--- src/rtl/instr_fetch_unit.sv ---
// Purpose : instruction fetch front end; PC register, word-address drive, {pc, instr} fetch buffer.
// Latency : an instruction fetched in cycle N is presented on out_* in cycle N+1.
// Backpr. : a full buffer with no pop stalls fetch (pc and imem_addr hold); redirect flushes.
//
// Ports:
//   clk, rst_n                  rising-edge clock, synchronous active-low reset
//   imem_addr / imem_rdata      word index to memory, instruction returned same cycle
//   redirect_valid/redirect_pc  load new byte PC (bits [1:0] dropped), flush buffer
//   out_valid/out_ready         handshake to decode; out_instr/out_pc zero when idle
//   fifo_level                  current number of buffered instructions

// Generic synchronous FIFO with flush; head data is read combinationally.
// Latency : a pushed entry is visible at the head the following cycle.
// Backpr. : caller must not push when full (unless popping) nor pop when empty.
module fifo #(
  parameter int W     = 32,
  parameter int DEPTH = 2,
  parameter int LVL_W = $clog2(DEPTH + 1)
) (
  input  logic             clk,
  input  logic             rst_n,
  input  logic             flush,
  input  logic             push,
  input  logic [W-1:0]     push_dat,
  input  logic             pop,
  output logic [W-1:0]     head_dat,
  output logic [LVL_W-1:0] level
);

  localparam int PTR_W = (DEPTH > 1) ? $clog2(DEPTH) : 1;

  logic [W-1:0]     mem [DEPTH];
  logic [PTR_W-1:0] rd_ptr;
  logic [PTR_W-1:0] wr_ptr;

  // Pointers wrap explicitly so non-power-of-two depths work.
  function automatic logic [PTR_W-1:0] ptr_inc(input logic [PTR_W-1:0] p);
    return (p == PTR_W'(DEPTH - 1)) ? '0 : p + PTR_W'(1);
  endfunction

  // Storage carries no reset: entries are only observed while counted in level.
  always_ff @(posedge clk) begin
    if (push) begin
      mem[wr_ptr] <= push_dat;
    end
  end

  always_ff @(posedge clk) begin
    if (!rst_n || flush) begin
      rd_ptr <= '0;
      wr_ptr <= '0;
      level  <= '0;
    end else begin
      if (push) begin
        wr_ptr <= ptr_inc(wr_ptr);
      end
      if (pop) begin
        rd_ptr <= ptr_inc(rd_ptr);
      end
      case ({push, pop})
        2'b10:   level <= level + LVL_W'(1);
        2'b01:   level <= level - LVL_W'(1);
        default: level <= level;
      endcase
    end
  end

  assign head_dat = mem[rd_ptr];

endmodule

module instr_fetch_unit #(
  parameter logic [31:0] RESET_PC   = 32'h0000_0000,
  parameter int          FIFO_DEPTH = 2,
  parameter int          LVL_W      = $clog2(FIFO_DEPTH + 1)
) (
  input  logic             clk,
  input  logic             rst_n,
  output logic [31:0]      imem_addr,
  input  logic [31:0]      imem_rdata,
  input  logic             redirect_valid,
  input  logic [31:0]      redirect_pc,
  output logic             out_valid,
  input  logic             out_ready,
  output logic [31:0]      out_instr,
  output logic [31:0]      out_pc,
  output logic [LVL_W-1:0] fifo_level
);

  // PC is held as a word index: the byte offset is always zero, and the
  // 30-bit increment wraps exactly like a 32-bit pc+4.
  typedef struct packed {
    logic [29:0] pc_word;
    logic [31:0] instr;
  } fetch_ent_t;

  logic [29:0]      pc_word_q;
  logic             pop;
  logic             fetch;
  logic [LVL_W-1:0] level;
  fetch_ent_t       push_ent;
  fetch_ent_t       head_ent;
  logic             redirect_pc_unused;

  assign redirect_pc_unused = ^redirect_pc[1:0];

  assign pop   = out_valid && out_ready;
  // A full buffer can still accept a fetch when the head leaves this cycle.
  assign fetch = !redirect_valid && ((level < LVL_W'(FIFO_DEPTH)) || pop);

  assign push_ent.pc_word = pc_word_q;
  assign push_ent.instr   = imem_rdata;

  always_ff @(posedge clk) begin
    if (!rst_n) begin
      pc_word_q <= RESET_PC[31:2];
    end else if (redirect_valid) begin
      pc_word_q <= redirect_pc[31:2];
    end else if (fetch) begin
      pc_word_q <= pc_word_q + 30'd1;
    end
  end

  // A redirect flushes after any same-cycle pop: the consumer already owns
  // that head, and the flush clears whatever remains.
  fifo #(
    .W     ($bits(fetch_ent_t)),
    .DEPTH (FIFO_DEPTH),
    .LVL_W (LVL_W)
  ) u_fetch_buf (
    .clk      (clk),
    .rst_n    (rst_n),
    .flush    (redirect_valid),
    .push     (fetch),
    .push_dat (push_ent),
    .pop      (pop),
    .head_dat (head_ent),
    .level    (level)
  );

  assign imem_addr  = {2'b00, pc_word_q};
  assign fifo_level = level;
  assign out_valid  = (level != '0);
  assign out_instr  = out_valid ? head_ent.instr : 32'd0;
  assign out_pc     = out_valid ? {head_ent.pc_word, 2'b00} : 32'd0;

endmodule

--- config.mk ---
export PLATFORM = sky130hd
export DESIGN_NAME = instr_fetch_unit
export DESIGN_NICKNAME = d
export VERILOG_FILES = /design/src/rtl/instr_fetch_unit.sv
export SDC_FILE = /design/constraint.sdc
export NUM_CORES = 1
export LEC_CHECK = 0
export ABC_AREA = 1
export CAP_MARGIN = 20
export CORE_MARGIN = 2
export CORE_UTILIZATION = 54
export CTS_BUF_LIST = sky130_fd_sc_hd__clkbuf_16
export DETAILED_ROUTE_END_ITERATION = 10
export PLACE_DENSITY = 0.95
export SYNTH_ARGS = -nofsm -noshare
export SYNTH_HDL_FRONTEND = slang
export SYNTH_SLANG_ARGS = --single-unit
--- constraint.sdc ---
create_clock -name clk -period 10.79 [get_ports clk]
set_input_delay 2.158 -clock clk [delete_from_list [all_inputs] [get_ports clk]]
set_output_delay 2.158 -clock clk [all_outputs]
set_load 0.01 [all_outputs]
==> impl_metrics.py <==
# Synthesis and PnR figures
metrics = {
    "floorplan": {
        "fp-utilization": 0.551,
        "chipHeight_um": 117,
        "core-area_mm2": 0.0125,
        "die_area_mm2": 0.0137,
        "io_pins": 167,
    },
    "critical_path": {
        "r2r_start": "u_fetch_buf.level[1]",
        "reg2reg_depth": 6,
        "path_class": "primary input to flop",
        "path_buffers": 3,
        "end_kind": "flop",
        "crit_family": "buffers and inverters",
        "crit_cells": 5,
        "regToRegEndpoint": "u_fetch_buf.mem[0][10]",
        "worstPathCellList": "clkdlybuf4s50_1 -> inv_2 -> nand2_2 -> nor2_4 -> buf_4",
        "slowest_stage": "clkdlybuf4s50_1",
        "cp.required_ps": 10830,
        "cp-endpoint": "u_fetch_buf.mem[0][10]",
    },
    "power_and_ir_drop": {
        "pwr-share-comb": 0.095,
        "p_leak_nw": 3.29,
        "seq_power_share": 0.494,
        "p_sw_frac": 0.223,
        "power_frac_clock": 0.411,
        "power_density_mw_per_mm2": 157,
    },
    "cts": {
        "cts_setup_buffers": 0,
        "worstSkewPairLatency_ps": 420,
        "cts_tree": "built",
        "htree_num_levels": 4,
        "clk_pin_slew_ps": 60,
        "clkSinkCount": 159,
        "cts_root_buf": "clkbuf_16",
        "cts_inserted_buffers": 17,
        "cts_repair_resize_count": 0,
        "holdBufCountCts": 0,
    },
    "logic_synthesis": {
        "ys.warnings.count": 0,
        "synth_area_leader_cell": "edfxtp_1",
        "synth_top_area_share": 0.540,
        "async_reset_ff_frac": 0,
        "yosys.stat.seqShare": 0.642,
        "synthCells": 715,
        "syn-cell-area_mm2": 0.00689,
        "common_cells": "nand2_1, edfxtp_1, a21oi_1",
        "avgSynthCellArea_um2": 9.64,
        "ys_cells": 715,
        "synth-edff-count": 124,
    },
    "timing": {
        "finalClockSkew_ps": 11.0,
        "period_used_share": 0.445,
        "rsz0062_at_grt": "no",
        "finalCriticalPeriod_ps": 4800,
        "fin_setup_tns_ps": 0,
        "fmax_ghz": 0.208,
        "max_slew_margin": 0.382,
    },
    "cells_and_area": {
        "nets": 938,
        "diodes": 0,
    },
    "routing": {
        "drt_pass1_iterations": 7,
        "met2WireLength_um": 8250,
        "num_vias": 5595,
        "drc_errors": 0,
        "avgRoutedWirePerCell_um": 15.7,
        "maxUsedRoutingLayer": "met4",
        "wl_met3_um": 1360,
        "viasPerCell": 5.31,
    },
    "placement": {
        "numPlacedInstances": 1020,
        "dpl.hpwl_um": 10700,
        "place.gp.congestion": 0.884,
        "dpl_worst_slack_ps": 5550,
    },
    "global_route": {
        "grtUsageMet2": 0.418,
        "grt_usage": 0.243,
        "grt_overflow": 0,
        "met1_usage": 0.291,
        "met3_usage": 0.0577,
    },
    "min_path": {
        "hold_path_depth": 2,
        "hold_start": "u_fetch_buf.wr_ptr",
        "holdPathEnd": "u_fetch_buf.wr_ptr",
    },
    "flow_run": {
        "warnings": 28,
    },
    "status": {
        "status": "completed",
    },
}
[kinds of logic after synthesis]
group | Yosys count | share of synthesized area
AOI/OAI and AO/OA | 122 | 0.0940
xor gates and xnor gates | 6 | 0.00762
adders and majority gates | 2 | 0.00363
buffers and inverters | 84 | 0.0519
DFF | 159 | 0.642
other | 1 | 0.000544
and+or+nand+nor | 341 | 0.200
[power groups by stage]
stage | clock network (mW) | registers [mW] | logic, mW
finish | 0.595 | 0.716 | 0.138
global route | 0.627 | 0.719 | 0.151
CTS | 0.602 | 0.715 | 0.138
detailed placement | 0 | 0.727 | 0.138
global placement | 0 | 0.725 | 0.133
floorplan | 0 | 0.725 | 0.0608
[cells in the final DEF, fill, tap and decap left out, types with 5 or more instances in the layout]
master | Yosys | layout
o21ai_0 | 20 | 20
nor3_1 | 5 | 5
nand2_1 | 242 | 242
nor2_1 | 41 | 39
inv_1 | 46 | 47
clkbuf_16 | 0 | 17
dfxtp_1 | 35 | 34
a31oi_1 | 8 | 8
clkinv_4 | 0 | 5
nor2_2 | 6 | 5
edfxtp_1 | 124 | 124
a21oi_1 | 84 | 84
nand3_1 | 36 | 36
clkdlybuf4s50_1 | 0 | 160
[state kept, by name, summed over array words and instances, names as in the netlist, named ones only]
register and cells:
u_fetch_buf.level 2, u_fetch_buf.rd_ptr 1, pc_word_q 30, u_fetch_buf.mem 124, u_fetch_buf.wr_ptr 1
[worst min-delay path: stages, from the launching register on]
cell and delay (ps):
dfxtp_1 340, nand2_1 70, a21oi_1 60
[final cells by class]
cell class	instances	area share
Sequential cell	159	0.480
Multi-Input combinational cell	475	0.232
Timing Repair Buffer	165	0.179
Clock buffer	17	0.0462
Tap cell	172	0.0233
Inverter	50	0.0204
Clock inverter	15	0.0185
**Drive-strength map**

Scale: 2 px per um.
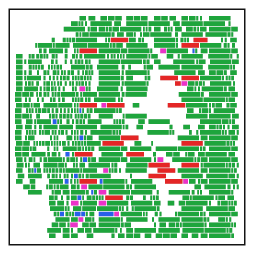
| size | color | cells | share |
|---|---|---|---|
| _2 cells | blue | 16 | 1.8% |
| _6 and larger | red | 22 | 2.5% |
| _0 and _1 cells | green | 829 | 94% |
| _3 and _4 cells | magenta | 14 | 1.6% |
Synth-to-Final Area Change: 33.7%
final worst setup slack: 5990 ps
final instance area: 0.00922 mm2
Signal buffers: 165

**Zoomed window**

Window x 33 to 83, y 57 to 107 um. Cells in gray, sequential cells in the stronger gray; small squares are vias.
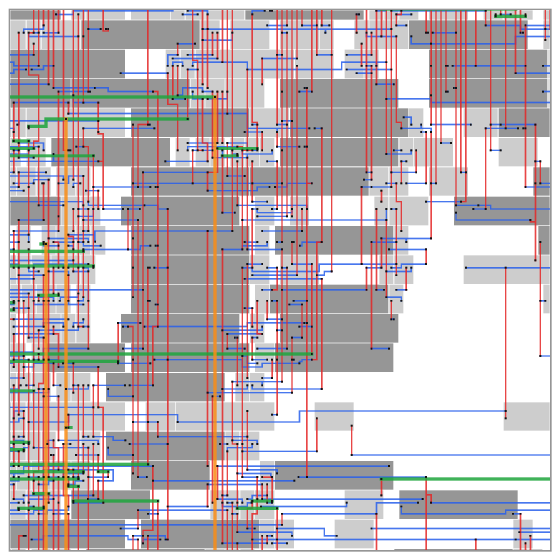
| layer | color |
|---|---|
| metal 2 | red |
| metal 3 | green |
| metal 1 | blue |
| metal 4 | orange |
most frequent: nand2_1 (38), edfxtp_1 (30), a21oi_1 (18)
cells with their middle in the window: 148
netlist names of flops here include: u_fetch_buf.mem (30), pc_word_q (5)
sequential cells in the window: 35

Power is estimated from default activity; no workload was simulated.
